**config.mk**
```make
export PLATFORM = sky130hd
export DESIGN_NAME = seven_segment_scanner_flat
export DESIGN_NICKNAME = d
export VERILOG_FILES = /design/src/rtl/seven_segment_scanner_if.sv /design/src/rtl/seven_segment_scanner.sv /design/src/flat_wrapper.sv
export SDC_FILE = /design/constraint.sdc
export NUM_CORES = 1
export LEC_CHECK = 0
export CAP_MARGIN = 20
export CORE_MARGIN = 2
export CORE_UTILIZATION = 48
export DETAILED_ROUTE_END_ITERATION = 7
export PLACE_DENSITY = 0.75
export SETUP_SLACK_MARGIN = 0.15
export SYNTH_ARGS = -nofsm -noshare
export SYNTH_HDL_FRONTEND = slang
export SYNTH_SLANG_ARGS = --single-unit
```
**constraint.sdc**
```tcl
create_clock -name clk -period 2 [get_ports clk]
set_input_delay 0.4 -clock clk [delete_from_list [all_inputs] [get_ports clk]]
set_output_delay 0.4 -clock clk [all_outputs]
set_load 0.02 [all_outputs]
```
**src/rtl/seven_segment_scanner_if.sv**
```systemverilog
// Bus bundle between the display-data producer and the seven-segment scanner.
// Optional decimal-point signals exist only when SEVEN_SEG_DP_EN is defined.
interface seven_segment_scanner_if #(
  parameter int NUM_DIGITS = 4
);
  logic                    load;
  logic [4*NUM_DIGITS-1:0] value_in;
  logic                    blank_lz;
  logic [6:0]              segments;
  logic [NUM_DIGITS-1:0]   anodes;
  logic                    frame_done;
`ifdef SEVEN_SEG_DP_EN
  logic [NUM_DIGITS-1:0]   dp_in;
  logic                    dp;

  modport master (
    output load, value_in, blank_lz, dp_in,
    input  segments, anodes, frame_done, dp
  );

  modport slave (
    input  load, value_in, blank_lz, dp_in,
    output segments, anodes, frame_done, dp
  );
`else
  modport master (
    output load, value_in, blank_lz,
    input  segments, anodes, frame_done
  );

  modport slave (
    input  load, value_in, blank_lz,
    output segments, anodes, frame_done
  );
`endif
endinterface

```
**src/rtl/seven_segment_scanner.sv**
```systemverilog
// Multiplexed common-anode seven-segment driver. Latches a packed BCD word and
// scans one digit at a time with a one-cycle dark gap between digits to avoid
// ghosting. Optional leading-zero blanking; frame_done marks each scan wrap.
// Optional decimal points are enabled by defining SEVEN_SEG_DP_EN.
module seven_segment_scanner #(
  parameter int NUM_DIGITS  = 4,
  parameter int REFRESH_DIV = 50000,
  parameter int CNT_W       = $clog2(REFRESH_DIV)
) (
  input logic                    clk,
  input logic                    rst,
  seven_segment_scanner_if.slave bus
);

  localparam int IDX_W = (NUM_DIGITS > 1) ? $clog2(NUM_DIGITS) : 1;

  logic [CNT_W-1:0]           cnt;
  logic [IDX_W-1:0]           idx;
  logic [NUM_DIGITS-1:0][3:0] disp;
  logic                       tc;
  logic                       last_digit;
  logic [NUM_DIGITS-1:0]      lz_mask;
  logic                       above_clear;
  logic [3:0]                 cur_nib;
  logic [6:0]                 cur_seg;
`ifdef SEVEN_SEG_DP_EN
  logic [NUM_DIGITS-1:0]      disp_dp;
`endif

  // Active-low segment patterns, bit6=a .. bit0=g; non-BCD codes blank.
  function automatic logic [6:0] decode(input logic [3:0] nib);
    case (nib)
      4'd0:    decode = 7'b0000001;
      4'd1:    decode = 7'b1001111;
      4'd2:    decode = 7'b0010010;
      4'd3:    decode = 7'b0000110;
      4'd4:    decode = 7'b1001100;
      4'd5:    decode = 7'b0100100;
      4'd6:    decode = 7'b0100000;
      4'd7:    decode = 7'b0001111;
      4'd8:    decode = 7'b0000000;
      4'd9:    decode = 7'b0000100;
      default: decode = 7'b1111111;
    endcase
  endfunction

  assign tc         = (cnt == CNT_W'(REFRESH_DIV - 1));
  assign last_digit = (idx == IDX_W'(NUM_DIGITS - 1));

  // Leading-zero mask: a zero digit is suppressed while everything above it is
  // zero or already blank. Digit 0 is never suppressed so "0" stays visible.
  always_comb begin
    lz_mask     = '0;
    above_clear = 1'b1;
    for (int k = NUM_DIGITS - 1; k >= 1; k--) begin
      lz_mask[k]  = above_clear && (disp[k] == 4'd0);
      above_clear = above_clear && ((disp[k] == 4'd0) || (disp[k] > 4'd9));
    end
  end

  // Segment pattern for the currently selected digit.
  always_comb begin
    cur_nib = disp[idx];
    if (bus.blank_lz && lz_mask[idx])
      cur_seg = 7'b1111111;
    else
      cur_seg = decode(cur_nib);
  end

  // Refresh down-time counter and digit index; index steps on terminal count.
  always_ff @(posedge clk) begin
    if (rst) begin
      cnt <= '0;
      idx <= '0;
    end else if (tc) begin
      cnt <= '0;
      idx <= last_digit ? '0 : idx + IDX_W'(1);
    end else begin
      cnt <= cnt + CNT_W'(1);
    end
  end

  // Display register; reset to all-blank so nothing shows until a load.
  always_ff @(posedge clk) begin
    if (rst) begin
      disp <= {NUM_DIGITS{4'hF}};
`ifdef SEVEN_SEG_DP_EN
      disp_dp <= '0;
`endif
    end else if (bus.load) begin
      disp <= bus.value_in;
`ifdef SEVEN_SEG_DP_EN
      disp_dp <= bus.dp_in;
`endif
    end
  end

  // Output register, one cycle behind counter/index; terminal count is dark.
  always_ff @(posedge clk) begin
    if (rst) begin
      bus.segments   <= 7'b1111111;
      bus.anodes     <= '1;
      bus.frame_done <= 1'b0;
`ifdef SEVEN_SEG_DP_EN
      bus.dp         <= 1'b1;
`endif
    end else if (tc) begin
      bus.segments   <= 7'b1111111;
      bus.anodes     <= '1;
      bus.frame_done <= last_digit;
`ifdef SEVEN_SEG_DP_EN
      bus.dp         <= 1'b1;
`endif
    end else begin
      bus.segments   <= cur_seg;
      bus.anodes     <= ~(NUM_DIGITS'(1) << idx);
      bus.frame_done <= 1'b0;
`ifdef SEVEN_SEG_DP_EN
      bus.dp         <= ~disp_dp[idx];
`endif
    end
  end

endmodule

```
**src/flat_wrapper.sv**
```systemverilog
// flat-port wrapper written by rule: the top's interface ports become plain ports
module seven_segment_scanner_flat 
#(
  parameter int NUM_DIGITS  = 4,
  parameter int REFRESH_DIV = 50000,
  parameter int CNT_W       = $clog2(REFRESH_DIV)
)
  (clk, rst, bus_load, bus_value_in, bus_blank_lz, bus_segments, bus_anodes, bus_frame_done);
  seven_segment_scanner_if #(.NUM_DIGITS(NUM_DIGITS)) bus_i ();
  input logic clk;
  input logic rst;
  input wire logic [$bits(bus_i.load)-1:0] bus_load;
  input wire logic [$bits(bus_i.value_in)-1:0] bus_value_in;
  input wire logic [$bits(bus_i.blank_lz)-1:0] bus_blank_lz;
  output wire logic [$bits(bus_i.segments)-1:0] bus_segments;
  output wire logic [$bits(bus_i.anodes)-1:0] bus_anodes;
  output wire logic [$bits(bus_i.frame_done)-1:0] bus_frame_done;
  assign bus_i.load = bus_load;
  assign bus_i.value_in = bus_value_in;
  assign bus_i.blank_lz = bus_blank_lz;
  assign bus_segments = bus_i.segments;
  assign bus_anodes = bus_i.anodes;
  assign bus_frame_done = bus_i.frame_done;
  seven_segment_scanner #(.NUM_DIGITS(NUM_DIGITS), .REFRESH_DIV(REFRESH_DIV), .CNT_W(CNT_W)) u_core (.clk(clk), .rst(rst), .bus(bus_i));
endmodule
```
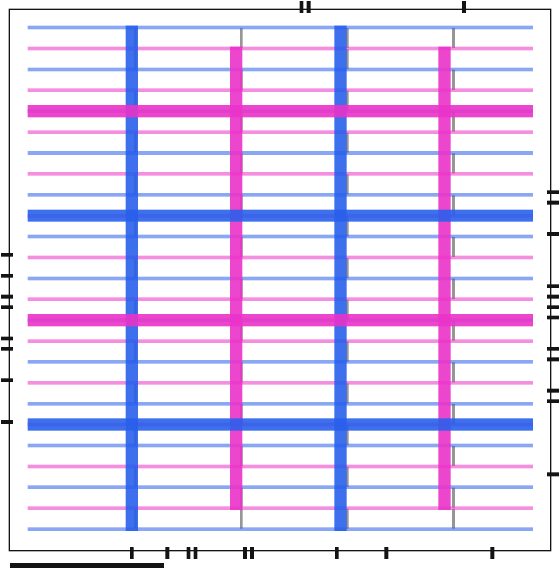
*Supply network*
Scale bar: 20 um. Pins as bars on the die edge. Tap cells in gray.
| net | color |
|---|---|
| VSS | blue |
| VDD | magenta |
met5 straps: 4
signal pins: 32
rows: 24
tap cells: 52
Die Wd: 70.3 um
VDD IR max: 0.315 mV
core area: 4290 um2

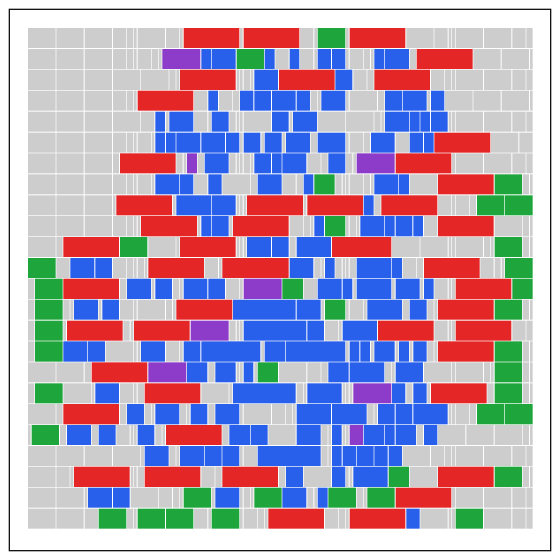
*Cell classes on the final placement*
Fill, decap, tap and diode cells in gray.
| class | color | cells | share of their area |
|---|---|---|---|
| combinational and other logic | blue | 151 | 45% |
| remaining buffers and delay cells | green | 38 | 14% |
| clock drivers and dummy loads | purple | 8 | 3.6% |
| sequential cells | red | 46 | 37% |
Core Util, Final: 0.601
row count: 24
Design Area, Final: 2580 um2
fraction of area in registers: 0.359

==> flow_summary.toml <==
# physical design summary
[detailed_routing]
post_drt_wl_per_cell_um = 13.3
firstDrtPassIters = 4
vias = 1573
vias_per_cell = 5.33
wirelength_um = 3920
ant_nets = 0
drt_iter0_drc = 76
drc = 0

[pwr]
powerDensity_nw_per_um2 = 683
p_comb_frac = 0.118
leakage_nw = 0.996
seqPwrFrac = 0.554
p_int_w = 0.00134
switching_share = 0.237
p_clk_frac = 0.329
p_sw_w = 0.000418

[setup_path]
cp_data_arrival_time_ns = 1.92
cp.required_ns = 2.17
critPathMaxStageDelay_ns = 0.56
critPathCaptureType = "register"
crit_slowest_cell = "mux4_2"
worstSetupPathType = "reg2reg"
critPathTopFamily = "multiplexers"
cp_num_buf_inv = 1
cp-start-kind = "register"
critical_path.cell_chain = "mux4_2 -> inv_2 -> ha_1 -> or2b_1 -> o21ai_1 -> o211ai_2"
crit_fanout = 5

[logic_synthesis]
ys_seq_frac = 0.437
synth_xor_xnor_area_share = 0.0540
top_area_cell = "dfxtp_1"
ys.warnings.count = 0
avgSynthCellArea_um2 = 10.2
yosys_area_um2 = 2110
numSynthFlops = 46
netlist_instances = 207
top_area_frac = 0.437
mux_share = 0.0445
fp_nets = 238
synth_cell_types = 45
yosys-stat-cells = 207
syn_area_um2 = 2110
aoi_share = 0.160
adder_share = 0.0652
ys_sh_simple = 0.205
area_leaders = "dfxtp_1 (44%), a211o_1 (6.6%), ha_1 (6.5%), nor2b_1 (5.6%), xor2_1 (4.2%)"
ys_top_logic_family = "simple AND/OR/NAND/NOR gates"

[clock_tree]
cts_tree = "done"
cts_root_buf = "clkbuf_8"
cts_buffers = 5
hold_buffers = 0
cts_buffer_depth = 2
clk_pin_slew_ns = 0.08
htreeDepth = 2
worst_skew_pair.late_latency_ns = 0.30
cts.sink_count = 46

[grt]
grt_overflow = 0
grt_max_degree = 33
grt_use_total = 0.178
grt_pass1_wl_um = 6870
grt_pass1_vias = 1501
antenna_found_initial = 0

[floorplan]
fp_util = 0.491
ios = 32
die_area_um2 = 4940

[finish]
nNetsFinal = 273
area_delta_synth_final_pct = 22.3
layout_top_cell = "dfxtp_1"
drive_gt1_frac = 0.111
n_antenna_cell = 0
layout_top_cells = "dfxtp_1 (44), clkdlybuf4s50_1 (31), nor2b_1 (18), nor2_1 (16), a211o_1 (16)"
fillers = 392

[run]
warnings = 34
maxCapViolCount = 0

[timing]
clock_skew_ns = 0.00699
slew_viol_final = 0
fmax_mhz = 570
grt_setup_unrepaired = "false"
finalClockPeriodUsage = 0.878
min_period_ns = 1.76
setup_viol = 0
holdWs_ns = 0.475
finalSetupTns_ns = 0
worst_pin_slew_ns = 0.407
hold_violations = 0
slew_headroom = 0.725

[place]
hpwl_um = 2820
place_congestion = 0.881
portBuffers = 31

[min_path]
hold_class = "reg2reg"

[outcome]
status = "complete, no violations"
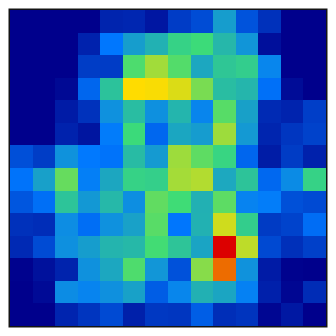
*Wiring heat map*
14 x 14 tiles, from dark blue (low) to red (high), scaled to the fullest tile. Values are wire area over tile area, all layers added.
emptiest ninth of the die: north-west
tiles over half the peak: 13%
nearly empty tiles: 17%
densest ninth of the die: center
fullest tile: 0.50
mean over tiles: 0.13

[through the flow]
stage               instance area [um2]  power [W]  worst slack [ns]  std cells   util
finish                             2580    0.00176             0.244        295  0.601
floorplan                          2110    0.00111             0.170        207      -
global placement                   2470    0.00120             0.124        285  0.574
detailed placement                 2470    0.00120            0.0477        285  0.574
global route                       2580    0.00185             0.142        295  0.601
CTS                                2570    0.00178             0.156        294  0.598
[final timing paths]
kind,from,to,slack (ns),depth (start not counted)
setup / recovery,u_core.idx[0]$_SDFFE_PP0P_,u_core.bus.segments[1]$_SDFF_PP1_,0.24,6
hold / removal,u_core.cnt[0]$_SDFF_PP0_,u_core.cnt[0]$_SDFF_PP0_,0.47,1
setup reg to reg,u_core.idx[0]$_SDFFE_PP0P_,u_core.bus.segments[1]$_SDFF_PP1_,0.24,6
hold reg to reg,u_core.cnt[0]$_SDFF_PP0_,u_core.cnt[0]$_SDFF_PP0_,0.47,1
[routing by layer]
layer  GRT usage  vias up  wire length [um]
met5           0        -                 0
li1            -      811                 -
met1       0.238      720              1970
met4      0.0855        0                93
met2       0.259       33              1700
met3      0.0563        9               155
[sequential cells by signal (all words and copies together), names as in the netlist]
name,count
u_core.bus.anodes,4
u_core.cnt,16
u_core.bus.segments,7
u_core.idx,2
u_core.bus.frame_done,1
u_core.disp,16
[power by group through the flow]
stage	registers, W	logic [W]	clock network [W]
6_report	0.000975	0.000208	0.000579
5_1_grt	0.000981	0.000229	0.000639
3_5_place_dp	0.000998	0.000202	0
2_1_floorplan	0.00100	0.000113	0
3_3_place_gp	0.000997	0.000201	0
4_1_cts	0.000977	0.000206	0.000601
[final cells by class]
cell class,instances,area [um2],share of cell area
repair buffers,38,363,0.141
inverters,6,22.5,0.00873
multi-input cells,145,1110,0.431
flip-flops and latches,46,926,0.359
well taps,52,65.1,0.0252
clock buffers,7,86.3,0.0335
clock inverters,1,5.00,0.00194
[worst register-to-register path, cell delays in order, from the launching register on]
cell and delay (ns):
dfxtp_4 0.39, mux4_2 0.56, inv_2 0.11, ha_1 0.16
or2b_1 0.22, o21ai_1 0.09, o211ai_2 0.09
[cells in the mapped netlist, drive strengths merged]
| cell type | n |
|---|---|
| nand3 | 7 |
| mux4 | 4 |
| or2b | 1 |
| and3b | 1 |
| nor4 | 1 |
| nor2b | 19 |
| xnor2 | 3 |
| a211oi | 1 |
| clkbuf | 4 |
| clkinv | 1 |
| a21o | 1 |
| xor2 | 10 |
| and4 | 4 |
| a211o | 16 |
| dfxtp | 46 |
| nor4b | 2 |
| ha | 11 |
| nand2 | 9 |
| or4 | 2 |
| nor2 | 16 |
| inv | 5 |
| a41o | 1 |
| nand3b | 1 |
| o21ba | 1 |
| and2 | 3 |
| nand4 | 6 |
| a31oi | 3 |
| o21ai | 8 |
| o21a | 2 |
| nor3 | 1 |
| a21oi | 3 |
| buf | 6 |
| a22o | 2 |
| o211ai | 2 |
| and3 | 2 |
| or3 | 2 |
[repair_timing]
action                                  4_1_cts  5_1_grt
endpoints found under the setup margin        4       11
setup buffers                                 1        1
gates cloned                                  0        0
gates resized                                 2        4
pin swaps                                     0        0
No activity file was given, so power comes from the tool's default toggle rates.
